===== src/rtl/lstm_acc_pkg.sv =====
// Shared sizing for the LSTM accelerator: output stage, cell input buffer and cell.
package lstm_acc_pkg;

    localparam int FEATURE_BITS = 4;
    localparam int ELEMENT_BITS = 8;
    localparam int M            = 9;

    // Fill counter must be able to hold the value M itself.
    localparam int CNT_BITS = $clog2(M + 1);

    localparam logic [FEATURE_BITS-1:0] LAST_INDEX = FEATURE_BITS'(M - 1);

    typedef logic [ELEMENT_BITS-1:0] element_t;
    typedef logic [FEATURE_BITS-1:0] feature_idx_t;

    // True when an element index lies inside a frame. Extended by one bit so
    // that M == 2**FEATURE_BITS compares correctly.
    function automatic logic addr_in_range(input feature_idx_t addr);
        return ({1'b0, addr} < (FEATURE_BITS + 1)'(M));
    endfunction

endpackage


===== src/rtl/cell_in_bank.sv =====
// One ping-pong bank: element storage, per-element valid bitmap, fill counter
// and full flag. The bank goes full on the write that fills its last distinct
// slot and empties on a release pulse from the reader.
module cell_in_bank
    import lstm_acc_pkg::*;
(
    input  logic         sys_clk,
    input  logic         reset_n,
    input  logic         clear,
    input  logic         wr_en,
    input  feature_idx_t wr_addr,
    input  element_t     wr_data,
    input  feature_idx_t rd_addr,
    output element_t     rd_data,
    input  logic         release_bank,
    output logic         full
);

    element_t            mem_q [0:M-1];
    logic [M-1:0]        valid_q, valid_d;
    logic [CNT_BITS-1:0] count_q, count_d;
    logic                full_q, full_d;

    // Track which slots have been written; count only first writes to a slot.
    always_comb begin
        valid_d = valid_q;
        count_d = count_q;
        full_d  = full_q;
        if (clear || release_bank) begin
            valid_d = '0;
            count_d = '0;
            full_d  = 1'b0;
        end else if (wr_en) begin
            valid_d[wr_addr] = 1'b1;
            if (!valid_q[wr_addr]) begin
                count_d = count_q + CNT_BITS'(1);
                if (count_q == CNT_BITS'(M - 1)) begin
                    full_d = 1'b1;
                end
            end
        end
    end

    // Bookkeeping registers.
    always_ff @(posedge sys_clk or negedge reset_n) begin
        if (!reset_n) begin
            valid_q <= '0;
            count_q <= '0;
            full_q  <= 1'b0;
        end else begin
            valid_q <= valid_d;
            count_q <= count_d;
            full_q  <= full_d;
        end
    end

    // Element storage; contents after reset are irrelevant because the bitmap gates use.
    always_ff @(posedge sys_clk) begin
        if (wr_en && !clear) begin
            mem_q[wr_addr] <= wr_data;
        end
    end

    assign rd_data = mem_q[rd_addr];
    assign full    = full_q;

endmodule


===== src/rtl/cell_in_pingpong_buffer.sv =====
// Collects element writes from the systolic output stage into two ping-pong
// banks and streams each completed frame, in address order, to the LSTM cell
// over a valid/ready handshake.
module cell_in_pingpong_buffer
    import lstm_acc_pkg::*;
(
    input  logic         sys_clk,
    input  logic         reset_n,
    input  logic         clear,
    input  logic         we_load_cell,
    input  feature_idx_t address_write_load_cell,
    input  element_t     cell_in_buffer_data_in,
    output logic         out_valid,
    input  logic         out_ready,
    output element_t     out_data,
    output feature_idx_t out_index,
    output logic         out_last,
    output logic         overflow,
    output logic         addr_err
);

    logic         wr_bank_q, wr_bank_d;
    logic         rd_bank_q, rd_bank_d;
    feature_idx_t rd_ptr_q, rd_ptr_d;
    logic         overflow_q, overflow_d;
    logic         addr_err_q, addr_err_d;

    logic [1:0]   bank_full;
    logic [1:0]   bank_we;
    logic [1:0]   bank_release;
    element_t     bank_rd_data [2];

    logic         addr_ok;
    logic         swap_now;
    logic         wr_sel;
    logic         wr_fire;
    logic         at_last;
    logic         handshake;

    // Pick the fill bank (following a pending swap immediately so back-to-back
    // frames lose no cycle), qualify the write, and qualify the handshake.
    always_comb begin
        addr_ok   = addr_in_range(address_write_load_cell);
        swap_now  = bank_full[wr_bank_q] && !bank_full[~wr_bank_q];
        wr_sel    = swap_now ? ~wr_bank_q : wr_bank_q;
        wr_fire   = we_load_cell && addr_ok && !bank_full[wr_sel] && !clear;
        at_last   = (rd_ptr_q == LAST_INDEX);
        handshake = bank_full[rd_bank_q] && out_ready && !clear;

        bank_we = 2'b00;
        if (wr_fire) begin
            bank_we[wr_sel] = 1'b1;
        end
        bank_release = 2'b00;
        if (handshake && at_last) begin
            bank_release[rd_bank_q] = 1'b1;
        end
    end

    // Next state for bank pointers, read pointer and sticky error flags.
    always_comb begin
        wr_bank_d  = wr_bank_q;
        rd_bank_d  = rd_bank_q;
        rd_ptr_d   = rd_ptr_q;
        overflow_d = overflow_q;
        addr_err_d = addr_err_q;
        if (clear) begin
            wr_bank_d  = 1'b0;
            rd_bank_d  = 1'b0;
            rd_ptr_d   = '0;
            overflow_d = 1'b0;
            addr_err_d = 1'b0;
        end else begin
            wr_bank_d = wr_sel;
            if (we_load_cell && !addr_ok) begin
                addr_err_d = 1'b1;
            end else if (we_load_cell && bank_full[wr_sel]) begin
                overflow_d = 1'b1;
            end
            if (handshake) begin
                if (at_last) begin
                    rd_ptr_d  = '0;
                    rd_bank_d = ~rd_bank_q;
                end else begin
                    rd_ptr_d = rd_ptr_q + FEATURE_BITS'(1);
                end
            end
        end
    end

    // Control registers.
    always_ff @(posedge sys_clk or negedge reset_n) begin
        if (!reset_n) begin
            wr_bank_q  <= 1'b0;
            rd_bank_q  <= 1'b0;
            rd_ptr_q   <= '0;
            overflow_q <= 1'b0;
            addr_err_q <= 1'b0;
        end else begin
            wr_bank_q  <= wr_bank_d;
            rd_bank_q  <= rd_bank_d;
            rd_ptr_q   <= rd_ptr_d;
            overflow_q <= overflow_d;
            addr_err_q <= addr_err_d;
        end
    end

    for (genvar b = 0; b < 2; b++) begin : g_bank
        cell_in_bank u_bank (
            .sys_clk      (sys_clk),
            .reset_n      (reset_n),
            .clear        (clear),
            .wr_en        (bank_we[b]),
            .wr_addr      (address_write_load_cell),
            .wr_data      (cell_in_buffer_data_in),
            .rd_addr      (rd_ptr_q),
            .rd_data      (bank_rd_data[b]),
            .release_bank (bank_release[b]),
            .full         (bank_full[b])
        );
    end

    // Stream outputs come only from registered state, never from out_ready.
    always_comb begin
        out_valid = bank_full[rd_bank_q];
        out_data  = out_valid ? bank_rd_data[rd_bank_q] : '0;
        out_index = rd_ptr_q;
        out_last  = out_valid && at_last;
        overflow  = overflow_q;
        addr_err  = addr_err_q;
    end

endmodule


===== config.mk =====
export PLATFORM = sky130hd
export DESIGN_NAME = cell_in_pingpong_buffer
export DESIGN_NICKNAME = d
export VERILOG_FILES = /design/src/rtl/lstm_acc_pkg.sv /design/src/rtl/cell_in_bank.sv /design/src/rtl/cell_in_pingpong_buffer.sv
export SDC_FILE = /design/constraint.sdc
export NUM_CORES = 1
export LEC_CHECK = 0
export ABC_AREA = 1
export CAP_MARGIN = 10
export CORE_MARGIN = 4
export CORE_UTILIZATION = 40
export CTS_CLUSTER_DIAMETER = 60
export CTS_CLUSTER_SIZE = 14
export DETAILED_ROUTE_END_ITERATION = 7
export GPL_TIMING_DRIVEN = 0
export PLACE_DENSITY = 0.59
export SYNTH_ARGS = -nofsm -noshare
export SYNTH_HDL_FRONTEND = slang
export SYNTH_SLANG_ARGS = --single-unit

===== constraint.sdc =====
create_clock -name sys_clk -period 2 [get_ports sys_clk]
set_input_delay 0.2 -clock sys_clk [delete_from_list [all_inputs] [get_ports sys_clk]]
set_output_delay 0.2 -clock sys_clk [all_outputs]
set_load 0.03 [all_outputs]

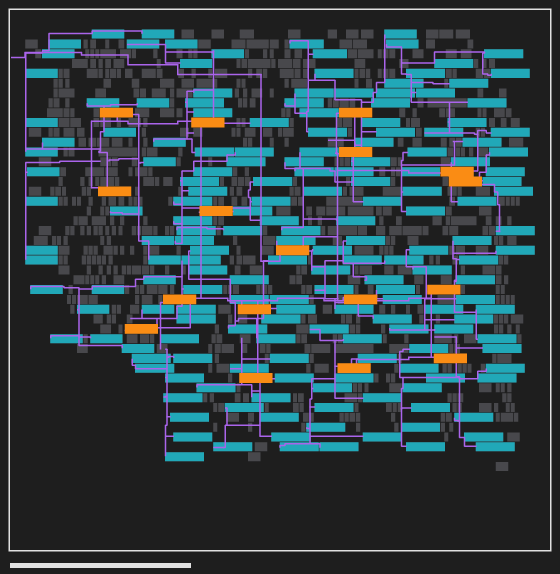
Figure 1: run 1, clock wires, drivers and flops.
The bar under the picture is 50 um long.
[flip-flops] cyan | count: 180
[clock wires] purple | length: 2200 um
[clock drivers] orange | count: 17
routed clock nets	18

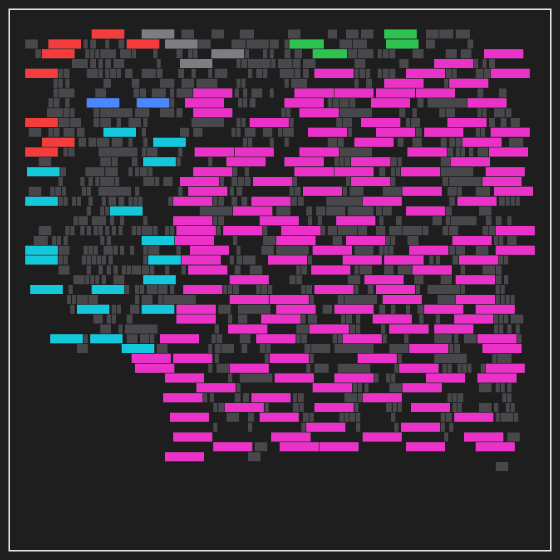
Figure 2: run 1, sequential cells grouped by signal name.
Other sequential cells in the stronger grey, the rest of the logic in the fainter grey.
netlist name	colour	sequential cells
g_bank.u_bank.mem_q	magenta	144
g_bank.u_bank.valid_q	cyan	18
g_bank.u_bank.count_q	red	8
out_index	green	4
g_bank.u_bank.full	blue	2

==> flow_metrics.tcl, run 1 <==
# implementation run metrics
set metrics [dict create \
    warnings 31 \
    crit_path_start_kind "flip-flop" \
    crit_slowest_cell "dfrtp_2" \
    ys_area_um2 8010 \
    cp_data_required_time_ns 1.80 \
    grt_max_degree 37 \
    fp.dieH_um 149 \
    fin_crit_ns 2.24 \
    hold_ws_ns 0.194 \
    drc 0 \
    pre_cts_slack_ns -0.604 \
    grt_overflow 0 \
    synthTopCellsByArea "edfxtp_1 (54%), dfrtp_1 (11%), nand2_1 (8.2%)" \
    yosys_warnings 0 \
    drive_gt1_frac 0.202 \
    mostFrequentLayoutCells "nand2_1 (172), edfxtp_1 (144), nor2_1 (86)" \
    synth_area_per_cell_um2 10.5 \
    clk_latency_ns 0.43 \
    synth_seq_share 0.653 \
    portBuffers 31 \
    max-cap-violations 0 \
    crit_type "flip-flop to primary output" \
    setup_violations 9 \
    cts-root-buf "clkbuf_16" \
    htree_num_levels 4 \
    yosysUniqueCellTypes 34 \
    grtUsageMet3 0.0339 \
    grt_setup_unrepaired "yes" \
    track_usage 0.188 \
    die_area_um2 22300 \
    final_max_slew_viol_count 0 \
    grt-busiest-layer "met2" \
    netlist_instances 763 \
    cpMostUsedCell "nand3_2" \
    cts_inserted_buffers 17 \
    utilization 0.495 \
    slew_headroom 0.436 \
    io_pins 33 \
    r2r-start "g_bank[0].u_bank.full" \
    rows 51 \
    dp_hpwl_um 13100 \
    finalHoldViolations 0 \
    max_freq_ghz 0.447 \
    dr.pass1.iters 5 \
    cts_tree "built" \
    worst_slack_ns -0.239 \
    endpoint_kind "primary output" \
    cts_max_path_buffers 2 \
    grt_util_met1 0.256 \
    dp_cells 1059 \
    powerDensity_nw_per_um2 816 \
    antenna_found_initial 0 \
    finalClockSkew_ns 0.0106 \
    drtAntennaViolNets 0 \
    grt_pass1_wl_um 31200 \
    p_leak_nw 3.82 \
    finalCritPeriodShare 1.12 \
    largest_area_cell "edfxtp_1" \
    vias 5526 \
    detail_route.wl_per_cell_um 18.0 \
    crit_fanout 10 \
    use_met2 0.302 \
    hp-start "address_write_load_cell[1]" \
    final_nets 846 \
    cts.sinks 180 \
    crit_path_max_incr_delay_ns 0.43 \
    min_path_type "primary input to flip-flop" \
    core_um2 19600 \
    top_area_frac 0.540 \
    numSynthFlops 180 \
    n_antenna_cell 0 \
    die-width_um 149 \
    synth_nets 786 \
    worstPathArrival_ns 2.04 \
    grt_pass1_vias 5451 \
    layout_top_cell "nand2_1" \
    clkSlewWorstSetupHoldPaths_ns 0.07 \
    wl_um 19900 \
    fin_cells 1101 \
    ys_cells 763 \
    gp_congestion 0.796 \
    ir_drop_mv 0.571 \
    cp-startpoint "out_index[0]" \
    max_slew.worst_pin.slew_ns 0.845 \
    synthesis.area_um2 8010 \
    drt_iter0_markers 502 \
    crit_path_cell_trace "buf_8 -> buf_4 -> buf_8 -> nand2_1 -> nand3_2 -> nand3_2 -> nand3_2 -> nand2_1 -> a21oi_2 -> buf_6" \
    fp_util 0.409 \
    violations "negative setup slack" \
    status "finished with violations" \
    viasPerCell 5.02 \
]
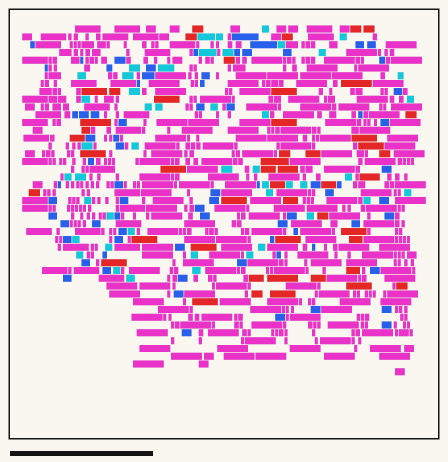
Figure 3: run 1, sizing map.
The bar under the picture is 50 um long.
size	colour	cells	most used
_3 and _4 cells	cyan	46	buf_4
_2 cells	blue	75	nand3_2
_0 and _1 cells	magenta	667	nand2_1
_6 and larger	red	48	clkbuf_16
P&R area growth vs syn: 21.2%
Non-Clock Buffer Count: 73
Finished Cell Area: 9700 um^2

## run 1: critical path: cells and delay by family (launching register included)
| kind | cells | cell delay [ns] |
|---|---|---|
| simple gates | 5 | 0.44 |
| flops | 1 | 0.43 |
| buf+inv | 4 | 0.57 |
| compound gates | 1 | 0.16 |
## run 1: logic make-up after synthesis
group                    Yosys count  share of synthesized area
adder cells (fa/ha/maj)            7                     0.0108
XOR/XNOR                           4                    0.00438
AND-OR/OR-AND                     86                     0.0646
buffers and inverters            118                     0.0650
AND/OR/NAND/NOR                  368                      0.203
flip-flops                       180                      0.653
## run 1: sequential cells by signal, summed over array words and instances, names as in the netlist
signal                 cells
g_bank.u_bank.valid_q     18
rd_bank_q                  1
g_bank.u_bank.mem_q      144
wr_bank_q                  1
overflow                   1
g_bank.u_bank.full         2
out_index                  4
g_bank.u_bank.count_q      8
addr_err                   1
## run 1: power by group
part           switching, W  internal (W)  leakage [nW]
Sequential        0.0000178       0.00407          1.79
Clock               0.00144       0.00203         0.292
Combinational      0.000248      0.000105          1.74
Total               0.00171       0.00621          3.82
## run 1: per-layer routing
| metal | vias to the layer above | routed length (um) |
|---|---|---|
| met2 | 137 | 9490 |
| met1 | 2693 | 9040 |
| met5 | - | 0 |
| li1 | 2671 | - |
| met4 | 0 | 437 |
| met3 | 25 | 902 |
## run 1: final cells by class
cell class,count,area (um^2)
fill,1797,9890
clock buffer,20,457
clock inverter,12,154
inverter,86,369
tap,265,332
buffer,32,307
sequential,180,5230
timing repair buffer,41,434
multi-input combinational,465,2420
## run 1: cells in the mapped netlist (all sizes together)
cell type and instances:
nand2 183, edfxtp 144, nor2 89, nand3 88
inv 82, a21oi 41, dfrtp 36, o21ai 34
buf 26, o211ai 10, clkbuf 6, ha 6
nand4 5, clkinv 4, xor2 4, and3b 2
maj3 1, nor3 1, o22ai 1
## run 1: what timing repair did
| action | 4_1_cts | 5_1_grt |
|---|---|---|
| cloned | 1 | 0 |
| pin swaps | 11 | 5 |
| resized | 132 | 30 |
| setup endpoints to repair | 56 | 63 |
| setup buffers | 6 | 2 |
| hold endpoints to repair | 36 | 0 |
| hold buffers | 1 | 0 |
## run 1: final timing paths
kind                                           endpoint  slack, ns  cells after the start
max in group asynchronous                  out_index[1]       1.02                      2
hold / removal              g_bank[1].u_bank.valid_q[4]       0.19                      6
min in group asynchronous   g_bank[0].u_bank.count_q[1]       0.40                      2
setup / recovery                            out_data[3]      -0.24                     10
setup reg to reg           g_bank[0].u_bank.mem_q[2][4]       0.12                      6
hold reg to reg                                overflow       0.50                      2
## run 1: stage by stage
stage               power [W]  setup TNS (ns)  area, um^2
finish                0.00792           -1.69        9700
floorplan             0.00436               0        8010
global placement      0.00451          -56.55        8650
global route          0.00817           -2.70        9700
detailed placement    0.00451          -51.29        8640
CTS                   0.00795           -1.94        9580
--- run 2 (diff from run 1) ---
--- a/config.mk
+++ b/config.mk
@@ -9,7 +9,7 @@
 export CAP_MARGIN = 10
 export CORE_MARGIN = 4
 export CORE_UTILIZATION = 40
-export CTS_CLUSTER_DIAMETER = 60
+export CTS_CLUSTER_DIAMETER = 100
 export CTS_CLUSTER_SIZE = 14
 export DETAILED_ROUTE_END_ITERATION = 7
 export GPL_TIMING_DRIVEN = 0
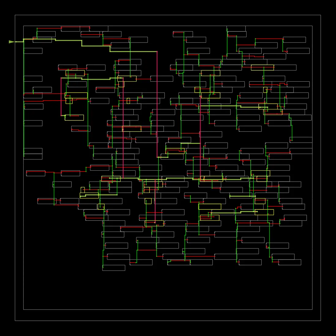
Figure 4: run 2, clock nets.
sinks on the clock net: 180
Num CTS Buffers: 17
clock buf count: 20
Flops: 180
P_clk: 0.00347 W

==> run 2 against run 1 <==
Against the previous run:
- the run still ends with negative setup slack left
- largest power group unchanged
- largest cell class unchanged
- via count is the same
- utilization is the same
- sequential share of layout area is the same
- critical path type unchanged
- first-iteration DRC count is the same
- non-clock buffer count is the same
- register-to-register slack is essentially flat
- final cell count is the same
- die size is the same
==> flow_metrics.tcl, run 2 <==
# implementation run metrics
set metrics [dict create \
    top_area_frac 0.540 \
    p_leak_nw 3.82 \
    clk_latency_ns 0.43 \
    synthesis.area_um2 8010 \
    wl_met2_um 9490 \
    regMostFlops "g_bank.u_bank.mem_q" \
    fin_crit_ns 2.24 \
    wl_met3_um 902 \
    warnings 31 \
    crit_type "flip-flop to primary output" \
    async_flop_share 0.200 \
    n_antenna_cell 0 \
    detail_route.wl_per_cell_um 18.0 \
    top_cell "nand2_1" \
    cp_top_family "buffers and inverters" \
    mux_area_frac 0 \
    netlist_instances 763 \
    min_path_type "primary input to flip-flop" \
    htree_num_levels 4 \
    met1_length_um 9040 \
    path_buffers 4 \
    viasPerCell 5.02 \
    cts_max_path_buffers 2 \
    edf_count 144 \
    endpoint_kind "primary output" \
    violations "negative setup slack" \
    hold_ws_ns 0.194 \
    largest_reg_flops 144 \
    fp_util 0.409 \
    max_freq_ghz 0.447 \
    rows 51 \
    area_growth_pct 21.2 \
    grt_setup_unrepaired "yes" \
    top_cells_by_count "nand2_1 (174), edfxtp_1 (144), nor2_1 (86), nand3_1 (83), inv_1 (76)" \
    setup_tns_ns -1.69 \
    crit_path_cell_trace "buf_8 -> buf_4 -> buf_8 -> nand2_1 -> nand3_2 -> nand3_2 -> nand3_2 -> nand2_1 -> a21oi_2 -> buf_6" \
    crit_path_start_kind "flip-flop" \
    drive_gt1_frac 0.202 \
    crit_slowest_cell "dfrtp_2" \
    synth_nets 786 \
    xor_area_frac 0.00438 \
    simple_gate_area_frac 0.203 \
    crit_path_max_incr_delay_ns 0.43 \
    io_pins 33 \
    antenna_found_initial 0 \
    max_slew.worst_pin.slew_ns 0.845 \
    synthTopCellsByArea "edfxtp_1 (54%), dfrtp_1 (11%), nand2_1 (8.2%)" \
    grt_max_degree 37 \
    status "finished with violations" \
    max-cap-violations 0 \
    worst_slack_ns -0.239 \
    ys_cells 763 \
    cp_data_required_time_ns 1.80 \
    finalCritPeriodShare 1.12 \
    synth_area_per_cell_um2 10.5 \
    ir_drop_mv 0.571 \
    reg_top3 "g_bank.u_bank.mem_q x144, g_bank.u_bank.valid_q x18, g_bank.u_bank.count_q x8" \
    finalClockSkew_ns 0.0106 \
    die_area_um2 22300 \
    cts_tree "built" \
    powerDensity_nw_per_um2 816 \
    grt_pass1_wl_um 31200 \
    crit_fanout 10 \
    drc 0 \
    utilization 0.495 \
    worstPathArrival_ns 2.04 \
    largest_area_cell "edfxtp_1" \
    slew_headroom 0.436 \
    drt_iter0_markers 502 \
    clkSlewWorstSetupHoldPaths_ns 0.07 \
    layout_top_cell "nand2_1" \
    synth_seq_share 0.653 \
    ys.flop_type "edfxtp_1" \
    grt_overflow 0 \
    logic_family "simple AND/OR/NAND/NOR gates" \
    track_usage 0.188 \
    setup_violations 9 \
    final_max_slew_viol_count 0 \
    finalHoldViolations 0 \
    portBuffers 31 \
    synth.cellmix.adderShare 0.0108 \
    fp.dieH_um 149 \
    wl_um 19900 \
    drtAntennaViolNets 0 \
    cpMostUsedCell "nand3_2" \
    yosys_warnings 0 \
    yosysUniqueCellTypes 34 \
    die-width_um 149 \
    core_um2 19600 \
    ys_area_um2 8010 \
    numSynthFlops 180 \
]
[run 2: cell counts after synthesis]
Identical to the previous run, type by type.
[run 2: logic make-up (layout without fill, tap and decap cells)]
group / count (synthesis) / after routing
AND/OR/NAND/NOR: 368 / 368
flip-flops: 180 / 180
buffers and inverters: 118 / 191
AND-OR/OR-AND: 86 / 86
adder cells (fa/ha/maj): 7 / 7
XOR/XNOR: 4 / 4
[run 2: metrics by stage]
stage / cell area [um^2] / instances
3_5_place_dp: 8640 / 1059
5_1_grt: 9700 / 1101
4_1_cts: 9580 / 1099
6_report: 9700 / 1101
2_1_floorplan: 8010 / 763
3_3_place_gp: 8650 / 1059
[run 2: cell type report]
type	instances	area [um^2]
repair buffers	41	434
fillers	1797	9890
well taps	265	332
clock buffers	20	457
clock inverters	12	154
multi-input cells	465	2420
flip-flops and latches	180	5230
plain buffers	32	307
inverters	86	369
[run 2: tightest hold or removal path: stages]
cell	delay, ns
buf_6	0.11
nor2_4	0.04
nand2_1	0.06
inv_1	0.06
nand2_2	0.08
a21oi_2	0.05
[run 2: where the power goes]
| part | total (W) | internal [W] | leakage (nW) | switching, W |
|---|---|---|---|---|
| clock network | 0.00347 | 0.00203 | 0.292 | 0.00144 |
| logic | 0.000353 | 0.000105 | 1.74 | 0.000248 |
| registers | 0.00409 | 0.00407 | 1.79 | 0.0000178 |
[run 2: timing repair]
action                                 CTS  global route
buffers inserted                         6             2
endpoints found under the hold margin   36             0
gates resized                          132            30
gates cloned                             1             0
setup endpoints to repair               56            63
hold buffers                             1             0
pin swaps                               11             5
[run 2: final timing paths]
path | from | to | slack [ns] | cells after the start
worst max-delay path | out_index[0] | out_data[3] | -0.24 | 10
worst min-delay path | address_write_load_cell[1] | g_bank[1].u_bank.valid_q[4] | 0.19 | 6
worst max register to register | g_bank[0].u_bank.full | g_bank[0].u_bank.mem_q[2][4] | 0.12 | 6
worst min register to register | overflow | overflow | 0.50 | 2
max in group asynchronous | reset_n | out_index[1] | 1.02 | 2
min in group asynchronous | reset_n | g_bank[0].u_bank.count_q[1] | 0.40 | 2
[run 2: layer usage]
metal,track usage,vias to the layer above
met1,0.256,2693
li1,-,2671
met5,0,-
met4,0.0700,0
met2,0.302,137
met3,0.0339,25
Figure 5. Sequential cells grouped by signal name (run 2).
Other sequential cells in the stronger grey, the rest of the logic in the fainter grey.
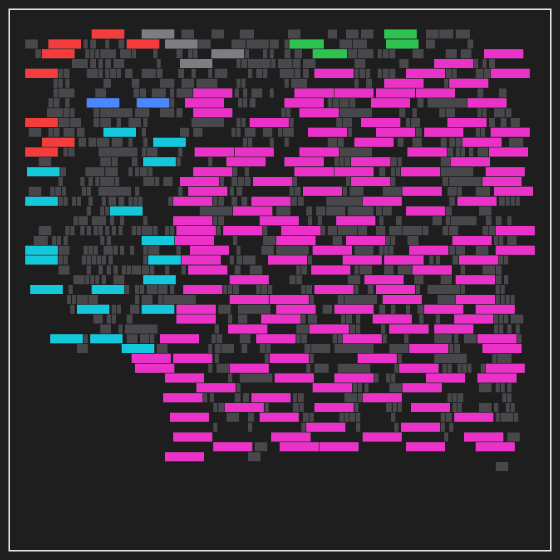

--- run 3 (diff from run 2) ---
--- a/config.mk
+++ b/config.mk
@@ -6,7 +6,7 @@
 export NUM_CORES = 1
 export LEC_CHECK = 0
 export ABC_AREA = 1
-export CAP_MARGIN = 10
+export CAP_MARGIN = 5
 export CORE_MARGIN = 4
 export CORE_UTILIZATION = 40
 export CTS_CLUSTER_DIAMETER = 100
@@ -14,6 +14,7 @@
 export DETAILED_ROUTE_END_ITERATION = 7
 export GPL_TIMING_DRIVEN = 0
 export PLACE_DENSITY = 0.59
+export SKIP_CTS_REPAIR_TIMING = 1
 export SYNTH_ARGS = -nofsm -noshare
 export SYNTH_HDL_FRONTEND = slang
 export SYNTH_SLANG_ARGS = --single-unit
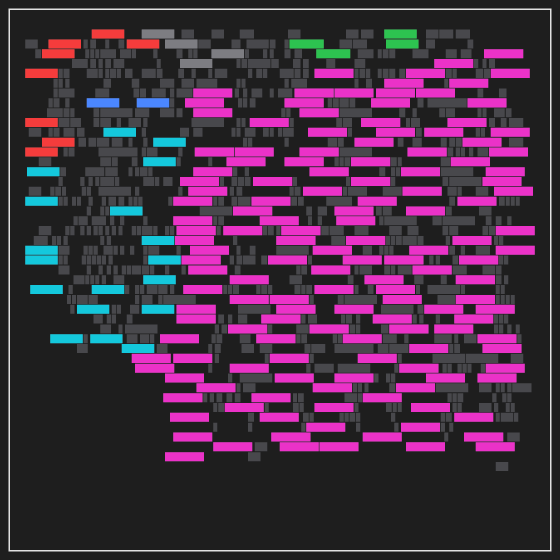
Figure 6: run 3, sequential cells grouped by signal name.
Other sequential cells in the stronger grey, the rest of the logic in the fainter grey.
netlist name	colour	sequential cells
g_bank.u_bank.valid_q	cyan	18
g_bank.u_bank.mem_q	magenta	144
g_bank.u_bank.full	blue	2
g_bank.u_bank.count_q	red	8
out_index	green	4

==> run 3 against run 2 <==
Against the previous run:
- the flow still finishes with violations (negative setup slack)
- die size unchanged
- critical path depth decreased by 2
- fmax decreased by 3.6%
- clock power about the same
- register-to-register slack got worse by 0.03 ns
- sequential power about the same
- highest routed layer unchanged
==> flow_metrics.tcl, run 3 <==
# implementation run metrics
set metrics [dict create \
    grt_pass1_vias 5350 \
    area_growth_pct 21.3 \
    reg_top3 "g_bank.u_bank.mem_q x144, g_bank.u_bank.valid_q x18, g_bank.u_bank.count_q x8" \
    netlist_instances 763 \
    setup_violations 9 \
    fin_crit_ns 2.32 \
    layout_top_cell "nand2_1" \
    utilization 0.495 \
    vias 5542 \
    largest_reg_flops 144 \
    die-width_um 149 \
    dr.pass1.iters 6 \
    fin_cells 1098 \
    drc 0 \
    combPwrFrac 0.045 \
    die_area_um2 22300 \
    cpMostUsedCell "buf_8" \
    finalClockSkew_ns 0.0138 \
    mostFrequentLayoutCells "nand2_1 (172), edfxtp_1 (144), nor2_1 (84)" \
    cp_top_family "buffers and inverters" \
    ir_drop_mv 0.566 \
    gp_congestion 0.796 \
    cp_data_required_time_ns 1.80 \
    regMostFlops "g_bank.u_bank.mem_q" \
    grt_setup_unrepaired "yes" \
    grt_overflow 0 \
    top_cell "nand2_1" \
    drive_gt1_frac 0.196 \
    n_antenna_cell 0 \
    ys_cells 763 \
    clkSlewWorstSetupHoldPaths_ns 0.07 \
    cts_inserted_buffers 17 \
    numSynthFlops 180 \
    antenna_found_initial 0 \
    top_area_frac 0.540 \
    finalHoldViolations 0 \
    crit_slowest_cell "dfrtp_2" \
    fp_util 0.409 \
    yosysUniqueCellTypes 34 \
    violations "negative setup slack" \
    largest_area_cell "edfxtp_1" \
    max_slew.worst_pin.slew_ns 0.842 \
    path_buffers 4 \
    final_nets 843 \
    ys.flop_type "edfxtp_1" \
    pre_cts_slack_ns -0.604 \
    worst_slack_ns -0.323 \
    dp_hpwl_um 13100 \
    yosys_warnings 0 \
    detail_route.wl_per_cell_um 18.3 \
    synthesis.area_um2 8010 \
    synthTopCellsByArea "edfxtp_1 (54%), dfrtp_1 (11%), nand2_1 (8.2%)" \
    crit_path_max_incr_delay_ns 0.50 \
    crit_fanout 6 \
    async_flop_share 0.200 \
    ys_area_um2 8010 \
    worstPathArrival_ns 2.12 \
    p_seq_frac 0.516 \
    warnings 30 \
    synth_seq_share 0.653 \
    status "finished with violations" \
    clk_latency_ns 0.44 \
    core_um2 19600 \
    switchingPower_w 0.00171 \
    internal-power_w 0.00621 \
    powerDensity_nw_per_um2 816 \
    drt_iter0_markers 501 \
    fp.dieH_um 149 \
    drtAntennaViolNets 0 \
    cts.sinks 180 \
    slew_headroom 0.438 \
    crit_type "flip-flop to primary output" \
    p_leak_nw 3.82 \
    clkPwrFrac 0.439 \
    crit_path_start_kind "flip-flop" \
    min_path_type "primary input to flip-flop" \
    io_pins 33 \
    max-cap-violations 0 \
    top_cells_by_count "nand2_1 (174), edfxtp_1 (144), nor2_1 (86), nand3_1 (83), inv_1 (76)" \
    cts_tree "built" \
    synth_area_per_cell_um2 10.5 \
    swShare 0.216 \
    crit_path_cell_trace "inv_4 -> buf_8 -> buf_8 -> o21ai_2 -> o211ai_1 -> nand3_1 -> a21oi_2 -> buf_6" \
    htree_num_levels 4 \
    track_usage 0.185 \
    cts-root-buf "clkbuf_16" \
    wl_um 20100 \
    viasPerCell 5.05 \
    rows 51 \
    max_freq_ghz 0.430 \
    final_max_slew_viol_count 0 \
    cts_max_path_buffers 2 \
    grt_max_degree 37 \
    dp_cells 1059 \
    edf_count 144 \
    synth_nets 786 \
    grt_pass1_wl_um 30600 \
    endpoint_kind "primary output" \
    portBuffers 31 \
    finalCritPeriodShare 1.16 \
]
run 3: cell counts after synthesis:
Identical to the previous run, type by type.
run 3: cell families after synthesis:
logic type               count (synthesis)  share of synthesized area
XOR/XNOR                                 4                    0.00438
flip-flops                             180                      0.653
adder cells (fa/ha/maj)                  7                     0.0108
AND/OR/NAND/NOR                        368                      0.203
buffers and inverters                  118                     0.0650
AND-OR/OR-AND                           86                     0.0646
run 3: layer usage:
| layer | part of all wire | global-route usage | vias to the layer above |
|---|---|---|---|
| met5 | 0 | 0 | - |
| met4 | 0.019 | 0.0668 | 0 |
| met3 | 0.056 | 0.0363 | 27 |
| met2 | 0.48 | 0.299 | 164 |
| met1 | 0.44 | 0.250 | 2679 |
| li1 | - | - | 2672 |
run 3: cell type report:
| type | count | area, um^2 |
|---|---|---|
| Tap cell | 265 | 332 |
| Sequential cell | 180 | 5230 |
| Buffer | 32 | 312 |
| Clock buffer | 20 | 457 |
| Multi-Input combinational cell | 465 | 2400 |
| Inverter | 86 | 374 |
| Clock inverter | 12 | 154 |
| Fill cell | 1785 | 9880 |
| Timing Repair Buffer | 38 | 452 |
run 3: through the flow:
step / instance area [um^2] / hold WS, ns / total power, W / setup TNS [ns]
3_5_place_dp: 8640 / 0.358 / 0.00451 / -51.29
3_3_place_gp: 8650 / 0.485 / 0.00451 / -56.55
2_1_floorplan: 8010 / -0.0956 / 0.00436 / 0
5_1_grt: 9710 / 0.216 / 0.00817 / -3.45
6_report: 9710 / 0.194 / 0.00792 / -2.31
4_1_cts: 9250 / -0.109 / 0.00794 / -17.93
run 3: power groups by stage:
| stage | combinational, W | clock (W) | sequential, W |
|---|---|---|---|
| finish | 0.000356 | 0.00348 | 0.00409 |
| global route | 0.000402 | 0.00367 | 0.00409 |
| CTS | 0.000346 | 0.00351 | 0.00409 |
| detailed placement | 0.000344 | 0 | 0.00417 |
| global placement | 0.000343 | 0 | 0.00417 |
| floorplan | 0.000191 | 0 | 0.00417 |
run 3: worst register-to-register path, cell delays in order, from the launching register on:
cell and delay (ns):
dfrtp_2 0.51, inv_4 0.11, buf_8 0.16, buf_6 0.14
ha_1 0.20, nand3_1 0.15, nand2_2 0.12, nand3_4 0.17
clkinv_4 0.15, a21oi_1 0.14
run 3: final timing paths:
check	start	to	slack, ns	cells after the start
hold / removal	address_write_load_cell[1]	g_bank[1].u_bank.valid_q[4]	0.19	6
setup / recovery	out_index[0]	out_data[2]	-0.32	8
min in group asynchronous	reset_n	g_bank[0].u_bank.count_q[1]	0.40	2
max in group asynchronous	reset_n	out_index[1]	1.01	2
hold reg to reg	overflow	overflow	0.51	2
setup reg to reg	out_index[0]	g_bank[1].u_bank.valid_q[1]	0.09	9
Power figures rest on the tool's default switching activity, not on a simulated workload.
